## src/rtl/text_write_ctrl_pkg.sv

```systemverilog
// Shared constants and types for the text RAM write controller.
// Contents: character codes, printable range bounds, FSM state encoding.
package text_ctrl_pkg;

  localparam logic [7:0] CHAR_CR       = 8'h0D;
  localparam logic [7:0] CHAR_LF       = 8'h0A;
  localparam logic [7:0] CHAR_BS       = 8'h08;
  localparam logic [7:0] CHAR_PRINT_LO = 8'h20;
  localparam logic [7:0] CHAR_PRINT_HI = 8'h7E;

  typedef enum logic [1:0] {
    IDLE  = 2'd0,
    WRITE = 2'd1,
    ECHO  = 2'd2,
    CLEAR = 2'd3
  } state_e;

endpackage

```

## src/rtl/text_write_ctrl_if.sv

```systemverilog
// Bundle of UART-side, RAM-write-side and debug signals of text_write_ctrl.
// master: the controller (drives RAM writes, echo, cursor, status).
// slave : the surrounding system (drives rx bytes, clear requests, tx_busy).
interface text_write_ctrl_if #(
  parameter int unsigned COLS = 32,
  parameter int unsigned ROWS = 4
);
  localparam int unsigned CW = $clog2(COLS);
  localparam int unsigned RW = $clog2(ROWS);

  logic          rx_valid;
  logic [7:0]    rx_data;
  logic          clear_req;
  logic          tx_busy;
  logic          tx_start;
  logic [7:0]    tx_data;
  logic          ram_we;
  logic [RW-1:0] ram_row;
  logic [CW-1:0] ram_col;
  logic [7:0]    ram_wdata;
  logic [RW-1:0] cur_row;
  logic [CW-1:0] cur_col;
  logic          busy;
  logic          overflow;

  modport master (
    input  rx_valid, rx_data, clear_req, tx_busy,
    output tx_start, tx_data, ram_we, ram_row, ram_col, ram_wdata,
           cur_row, cur_col, busy, overflow
  );

  modport slave (
    output rx_valid, rx_data, clear_req, tx_busy,
    input  tx_start, tx_data, ram_we, ram_row, ram_col, ram_wdata,
           cur_row, cur_col, busy, overflow
  );

endinterface

```

## src/rtl/text_write_ctrl_cursor.sv

```systemverilog
// Cursor position register with wrap-around.
// Ports: clk, reset (async active-low); one-hot commands adv / nl / back / home;
// row, col: registered cursor position.
module text_cursor #(
  parameter int unsigned COLS = 32,
  parameter int unsigned ROWS = 4
) (
  input  logic                     clk,
  input  logic                     reset,
  input  logic                     adv,
  input  logic                     nl,
  input  logic                     back,
  input  logic                     home,
  output logic [$clog2(ROWS)-1:0]  row,
  output logic [$clog2(COLS)-1:0]  col
);
  localparam int unsigned CW = $clog2(COLS);
  localparam int unsigned RW = $clog2(ROWS);
  localparam logic [CW-1:0] LAST_COL = CW'(COLS - 1);

  // Power-of-two geometry lets row/col increments wrap naturally.
  always_ff @(posedge clk or negedge reset) begin
    if (!reset) begin
      row <= '0;
      col <= '0;
    end else if (home) begin
      row <= '0;
      col <= '0;
    end else if (adv) begin
      if (col == LAST_COL) begin
        col <= '0;
        row <= row + RW'(1);
      end else begin
        col <= col + CW'(1);
      end
    end else if (nl) begin
      col <= '0;
      row <= row + RW'(1);
    end else if (back) begin
      if (col != '0) begin
        col <= col - CW'(1);
      end else if (row != '0) begin
        row <= row - RW'(1);
        col <= LAST_COL;
      end
    end
  end

endmodule

```

## src/rtl/text_write_ctrl.sv

```systemverilog
// Sequencing controller for the text RAM write port: buffers UART bytes,
// handles printable / CR / LF / BS, runs full-screen clears, echoes bytes.
// Ports: clk, reset (async active-low), bus (text_write_ctrl_if.master):
// rx_valid/rx_data/clear_req/tx_busy in; tx_start/tx_data, ram_we/ram_row/
// ram_col/ram_wdata, cur_row/cur_col, busy, overflow out (all registered).
module text_write_ctrl
  import text_ctrl_pkg::*;
#(
  parameter int unsigned COLS      = 32,
  parameter int unsigned ROWS      = 4,
  parameter logic [7:0]  FILL_CHAR = 8'h20
) (
  input  logic              clk,
  input  logic              reset,
  text_write_ctrl_if.master bus
);
  localparam int unsigned CW = $clog2(COLS);
  localparam int unsigned RW = $clog2(ROWS);
  localparam int unsigned AW = CW + RW;
  localparam logic [AW-1:0] LAST_ADDR = AW'(ROWS * COLS - 1);

  state_e        state;
  logic          pend;
  logic          clr_pend;
  logic [7:0]    rx_buf;
  logic [7:0]    echo_byte;
  logic [AW-1:0] clr_cnt;

  logic          tx_start_q;
  logic [7:0]    tx_data_q;
  logic          ram_we_q;
  logic [RW-1:0] ram_row_q;
  logic [CW-1:0] ram_col_q;
  logic [7:0]    ram_wdata_q;
  logic          busy_q;
  logic          overflow_q;
  logic [RW-1:0] cur_row;
  logic [CW-1:0] cur_col;

  logic          consume_c;
  logic          is_print_c;
  logic          is_nl_c;
  logic          is_bs_c;
  logic          adv_c;
  logic          nl_c;
  logic          back_c;
  logic          home_c;
  logic [RW-1:0] bs_row_c;
  logic [CW-1:0] bs_col_c;

  // Byte classification, cursor commands and the backspace target address.
  always_comb begin
    consume_c  = (state == IDLE) && !clr_pend && pend;
    is_print_c = (rx_buf >= CHAR_PRINT_LO) && (rx_buf <= CHAR_PRINT_HI);
    is_nl_c    = (rx_buf == CHAR_CR) || (rx_buf == CHAR_LF);
    is_bs_c    = (rx_buf == CHAR_BS);
    adv_c      = consume_c && is_print_c;
    nl_c       = consume_c && is_nl_c;
    back_c     = consume_c && is_bs_c;
    home_c     = (state == CLEAR) && (clr_cnt == LAST_ADDR);
    bs_row_c   = cur_row;
    bs_col_c   = cur_col;
    if (cur_col != '0) begin
      bs_col_c = cur_col - CW'(1);
    end else if (cur_row != '0) begin
      bs_row_c = cur_row - RW'(1);
      bs_col_c = '1;
    end
  end

  // One-entry byte buffer, clear latch and sticky overflow.
  always_ff @(posedge clk or negedge reset) begin
    if (!reset) begin
      pend       <= 1'b0;
      rx_buf     <= '0;
      clr_pend   <= 1'b0;
      overflow_q <= 1'b0;
    end else begin
      if (home_c) begin
        clr_pend   <= 1'b0;
        overflow_q <= 1'b0;
      end else if (bus.clear_req && (state != CLEAR)) begin
        clr_pend <= 1'b1;
      end
      // A drop in the final clear cycle still flags overflow.
      if (bus.rx_valid) begin
        if (pend && !consume_c) begin
          overflow_q <= 1'b1;
        end else begin
          rx_buf <= bus.rx_data;
          pend   <= 1'b1;
        end
      end else if (consume_c) begin
        pend <= 1'b0;
      end
    end
  end

  // Main sequencer. tx_start is raised one cycle ahead of the ECHO exit so
  // that the pulse itself is registered.
  always_ff @(posedge clk or negedge reset) begin
    if (!reset) begin
      state       <= IDLE;
      echo_byte   <= '0;
      clr_cnt     <= '0;
      tx_start_q  <= 1'b0;
      tx_data_q   <= '0;
      ram_we_q    <= 1'b0;
      ram_row_q   <= '0;
      ram_col_q   <= '0;
      ram_wdata_q <= '0;
      busy_q      <= 1'b0;
    end else begin
      ram_we_q   <= 1'b0;
      tx_start_q <= 1'b0;
      case (state)
        IDLE: begin
          if (clr_pend) begin
            state       <= CLEAR;
            busy_q      <= 1'b1;
            ram_we_q    <= 1'b1;
            ram_row_q   <= '0;
            ram_col_q   <= '0;
            ram_wdata_q <= FILL_CHAR;
            clr_cnt     <= '0;
          end else if (pend) begin
            echo_byte <= rx_buf;
            if (is_print_c) begin
              state       <= WRITE;
              ram_we_q    <= 1'b1;
              ram_row_q   <= cur_row;
              ram_col_q   <= cur_col;
              ram_wdata_q <= rx_buf;
            end else if (is_bs_c) begin
              state       <= WRITE;
              ram_we_q    <= 1'b1;
              ram_row_q   <= bs_row_c;
              ram_col_q   <= bs_col_c;
              ram_wdata_q <= FILL_CHAR;
            end else if (is_nl_c) begin
              state <= ECHO;
              if (!bus.tx_busy) begin
                tx_start_q <= 1'b1;
                tx_data_q  <= rx_buf;
              end
            end
          end
        end
        WRITE: begin
          state <= ECHO;
          if (!bus.tx_busy) begin
            tx_start_q <= 1'b1;
            tx_data_q  <= echo_byte;
          end
        end
        ECHO: begin
          if (tx_start_q) begin
            state <= IDLE;
          end else if (!bus.tx_busy) begin
            tx_start_q <= 1'b1;
            tx_data_q  <= echo_byte;
          end
        end
        CLEAR: begin
          if (clr_cnt == LAST_ADDR) begin
            state  <= IDLE;
            busy_q <= 1'b0;
          end else begin
            clr_cnt                  <= clr_cnt + AW'(1);
            ram_we_q                 <= 1'b1;
            {ram_row_q, ram_col_q}   <= clr_cnt + AW'(1);
          end
        end
        default: state <= IDLE;
      endcase
    end
  end

  text_cursor #(
    .COLS (COLS),
    .ROWS (ROWS)
  ) u_cursor (
    .clk   (clk),
    .reset (reset),
    .adv   (adv_c),
    .nl    (nl_c),
    .back  (back_c),
    .home  (home_c),
    .row   (cur_row),
    .col   (cur_col)
  );

  assign bus.tx_start  = tx_start_q;
  assign bus.tx_data   = tx_data_q;
  assign bus.ram_we    = ram_we_q;
  assign bus.ram_row   = ram_row_q;
  assign bus.ram_col   = ram_col_q;
  assign bus.ram_wdata = ram_wdata_q;
  assign bus.cur_row   = cur_row;
  assign bus.cur_col   = cur_col;
  assign bus.busy      = busy_q;
  assign bus.overflow  = overflow_q;

endmodule

```

## src/flat_wrapper.sv

```systemverilog
// flat-port wrapper written by rule: the top's interface ports become plain ports
module text_write_ctrl_flat import text_ctrl_pkg::*;
#(
  parameter int unsigned COLS      = 32,
  parameter int unsigned ROWS      = 4,
  parameter logic [7:0]  FILL_CHAR = 8'h20
)
  (clk, reset, bus_rx_valid, bus_rx_data, bus_clear_req, bus_tx_busy, bus_tx_start, bus_tx_data, bus_ram_we, bus_ram_row, bus_ram_col, bus_ram_wdata, bus_cur_row, bus_cur_col, bus_busy, bus_overflow);
  text_write_ctrl_if #(.COLS(COLS), .ROWS(ROWS)) bus_i ();
  input  logic clk;
  input  logic reset;
  input wire logic [$bits(bus_i.rx_valid)-1:0] bus_rx_valid;
  input wire logic [$bits(bus_i.rx_data)-1:0] bus_rx_data;
  input wire logic [$bits(bus_i.clear_req)-1:0] bus_clear_req;
  input wire logic [$bits(bus_i.tx_busy)-1:0] bus_tx_busy;
  output wire logic [$bits(bus_i.tx_start)-1:0] bus_tx_start;
  output wire logic [$bits(bus_i.tx_data)-1:0] bus_tx_data;
  output wire logic [$bits(bus_i.ram_we)-1:0] bus_ram_we;
  output wire logic [$bits(bus_i.ram_row)-1:0] bus_ram_row;
  output wire logic [$bits(bus_i.ram_col)-1:0] bus_ram_col;
  output wire logic [$bits(bus_i.ram_wdata)-1:0] bus_ram_wdata;
  output wire logic [$bits(bus_i.cur_row)-1:0] bus_cur_row;
  output wire logic [$bits(bus_i.cur_col)-1:0] bus_cur_col;
  output wire logic [$bits(bus_i.busy)-1:0] bus_busy;
  output wire logic [$bits(bus_i.overflow)-1:0] bus_overflow;
  assign bus_i.rx_valid = bus_rx_valid;
  assign bus_i.rx_data = bus_rx_data;
  assign bus_i.clear_req = bus_clear_req;
  assign bus_i.tx_busy = bus_tx_busy;
  assign bus_tx_start = bus_i.tx_start;
  assign bus_tx_data = bus_i.tx_data;
  assign bus_ram_we = bus_i.ram_we;
  assign bus_ram_row = bus_i.ram_row;
  assign bus_ram_col = bus_i.ram_col;
  assign bus_ram_wdata = bus_i.ram_wdata;
  assign bus_cur_row = bus_i.cur_row;
  assign bus_cur_col = bus_i.cur_col;
  assign bus_busy = bus_i.busy;
  assign bus_overflow = bus_i.overflow;
  text_write_ctrl #(.COLS(COLS), .ROWS(ROWS), .FILL_CHAR(FILL_CHAR)) u_core (.clk(clk), .reset(reset), .bus(bus_i));
endmodule
```

## config.mk

```make
export PLATFORM = sky130hd
export DESIGN_NAME = text_write_ctrl_flat
export DESIGN_NICKNAME = d
export VERILOG_FILES = /design/src/rtl/text_write_ctrl_pkg.sv /design/src/rtl/text_write_ctrl_if.sv /design/src/rtl/text_write_ctrl_cursor.sv /design/src/rtl/text_write_ctrl.sv /design/src/flat_wrapper.sv
export SDC_FILE = /design/constraint.sdc
export NUM_CORES = 1
export LEC_CHECK = 0
export ABC_AREA = 1
export ABC_CLOCK_PERIOD_IN_PS = 5700
export CAP_MARGIN = 15
export CORE_UTILIZATION = 40
export DETAILED_ROUTE_END_ITERATION = 12
export HOLD_SLACK_MARGIN = 0.15
export PLACE_DENSITY = 0.57
export SLEW_MARGIN = 15
export SYNTH_ARGS = -nofsm -noshare
export SYNTH_HDL_FRONTEND = slang
export SYNTH_HIERARCHICAL = 1
export SYNTH_SLANG_ARGS = --single-unit
```

## constraint.sdc

```tcl
create_clock -name clk -period 5.7 [get_ports clk]
set_clock_uncertainty 0.1 [all_clocks]
set_input_delay 1.14 -clock clk [delete_from_list [all_inputs] [get_ports clk]]
set_output_delay 1.14 -clock clk [all_outputs]
set_load 0.02 [all_outputs]
```

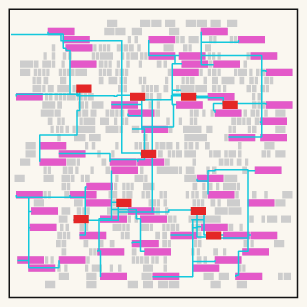
*Clock network drawn from the DEF*
Scale: 3 px per um.
[cyan] clock wires | length: 888 um
[red] clock drivers | count: 9
[magenta] flip-flops | count: 61
flops lie	all over the die
routed clock nets	10
part of the power in the clock network: 0.467
Latency at later pin: 0.34 ns

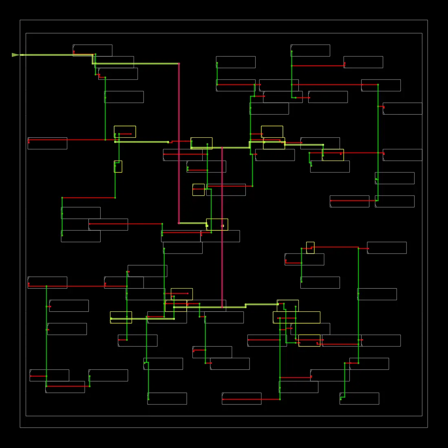
*Clock wiring as the flow saved it*
cts bufs inserted: 9
# clock sinks: 61
sequential cell count: 61

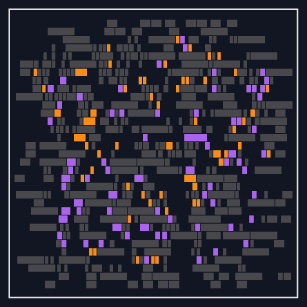
*Gate families picked out*
Scale: 3 px per um.
color	family	cells	most used
purple	inverting AOI/OAI gates	69	o21ai_0
orange	NOR gates	55	nor2_1
most common cell after layout, fill and taps aside: nand2_1
combinational share of cell area: 0.406
final cell count without fillers: 610

==> out/qor.rpt <==
RUN STATUS
------------------------------------------------------------------------------
Run status ...................................................... finished clean

SYNTH
------------------------------------------------------------------------------
Floorplan net count .............................................          475
Synth top cell by count .........................................      nand2_1
Chip area line of the yosys report .............................. 0.00350 mm^2
Unique masters post-synth .......................................           33
Sequential area share after synthesis ...........................        0.436
Share of flip-flops with an asynchronous set or reset ...........         1.00
Most used flip-flop cell after synthesis ........................      dfrtp_1
Warnings, synthesis .............................................            6
Leading cell types by total area after synthesis ................ dfrtp_1, nand2_1, nor2_1, inv_1, nand3_1
Flip-flops with a built-in enable ...............................            0

CRITICAL PATH
------------------------------------------------------------------------------
Kind of launch point of the worst setup path ....................     register
Crit path largest cell delay ....................................      0.69 ns
Slowest cell on crit path ....................................... clkdlybuf4s50_1
Gate family responsible for the most delay along the worst path . buffers and inverters
Worst reg2reg path depth ........................................           14

FINAL TIMING
------------------------------------------------------------------------------
Highest clock frequency the design can meet .....................      345 MHz
Worst rel slew slack ............................................        0.467
Setup TNS .......................................................         0 ns
Max-slew violation count ........................................            0
Minimum period implied by the final worst setup slack ...........      2.90 ns
Post-route setup slack ..........................................      2.80 ns
RSZ-0062 raised after global routing ............................           no
Actual slew at the worst max-slew pin ...........................     0.799 ns

FLOORPLAN
------------------------------------------------------------------------------
Die boundary height .............................................      95.6 um
Site row count ..................................................           33
Number of top-level pins ........................................           47
Width of the die ................................................      95.6 um
Core Footprint .................................................. 0.00834 mm^2

CTS
------------------------------------------------------------------------------
CTS tree ........................................................          yes
Number of hold buffers added after CTS ..........................            0
Clock tree root driver cell .....................................     clkbuf_8
Max Buffers Root-to-Sink ........................................            2
# H-tree levels .................................................            3

DETAILED ROUTING
------------------------------------------------------------------------------
Final routed wirelength across all metal layers .................      7990 um
Remaining DRCs ..................................................            0
Post-detailed-route wirelength per cell .........................      13.1 um
Via count .......................................................         2969
Pre-Repair DR Iteration Count ...................................            4
Number of DRC violations after detailed-routing iteration 0 .....          151

WORST HOLD PATH
------------------------------------------------------------------------------
Terminating pin of the worst hold path .......................... u_core/bus.ram_wdata[7]

FINAL LAYOUT
------------------------------------------------------------------------------
Top cells excl fill/tap ......................................... nand2_1, dfrtp_1, clkdlybuf4s50_1
Layout cell share with drive strength beyond 1 ..................        0.119
Post-layout util ................................................        0.507

POWER
------------------------------------------------------------------------------
Top Consumer .................................................... sequential cells
Int Pwr .........................................................       662 uW
Clock network power .............................................       395 uW
Comb. pwr .......................................................      17.8 uW

PLACED DESIGN
------------------------------------------------------------------------------
Pre-CTS WS ......................................................      3.08 ns
Global placement routability congestion .........................        0.847
Dpl cell area ................................................... 0.00403 mm^2

FLOW RUN
------------------------------------------------------------------------------
Max-cap check violation count ...................................            0
Log Warnings ....................................................           31

GLOBAL ROUTE
------------------------------------------------------------------------------
Global-route wire length before repair ..........................     13200 um
Vias in the first global route ..................................         2706

## state kept, by name (all words and copies together), names as in the netlist
| register | cells |
|---|---|
| u_core/bus.tx_start | 1 |
| u_core/pend | 1 |
| u_core/bus.ram_we | 1 |
| u_core/rx_buf | 8 |
| u_core/state | 2 |
| u_core/bus.ram_row | 2 |
| u_core/bus.tx_data | 8 |
| u_core/bus.overflow | 1 |
| u_core/echo_byte | 8 |
| u_core/clr_cnt | 7 |
| u_core/clr_pend | 1 |
| u_core/bus.ram_col | 5 |
| u_core/u_cursor/col | 5 |
| u_core/bus.busy | 1 |
| u_core/bus.ram_wdata | 8 |
| u_core/u_cursor/row | 2 |
## metrics by stage
| stage | hold WS [ns] | instances | power (mW) |
|---|---|---|---|
| global route | 0.394 | 610 | 0.880 |
| floorplan | 0.355 | 451 | 0.441 |
| global placement | 0.352 | 595 | 0.460 |
| CTS | 0.378 | 610 | 0.857 |
| detailed placement | 0.357 | 595 | 0.460 |
| finish | 0.369 | 610 | 0.846 |
## final cells by class
type | count | area, um^2
fill | 822 | 4110
sequential | 61 | 1530
multi-input combinational | 331 | 1720
clock buffer | 11 | 151
clock inverter | 4 | 47.5
timing repair buffer | 47 | 463
inverter | 51 | 194
tap | 105 | 131
## logic make-up (layout without fill, tap and decap cells)
family          Yosys count  count (layout)  synth area share
simple gates            245             245             0.320
compound gates           69              69             0.116
flops                    61              61             0.436
buf+inv                  59             113            0.0740
fa+ha+maj                11              11            0.0393
xor+xnor                  6               6            0.0150
## metal layers
layer | GRT usage | wire, um | vias up | share of wire
met5 | 0 | 0 | - | 0
met4 | 0.0585 | 89 | 0 | 0.011
met3 | 0.0478 | 299 | 7 | 0.037
met2 | 0.285 | 3540 | 44 | 0.44
met1 | 0.274 | 4060 | 1378 | 0.51
li1 | - | - | 1540 | -
No activity file was given, so power comes from the tool's default toggle rates.
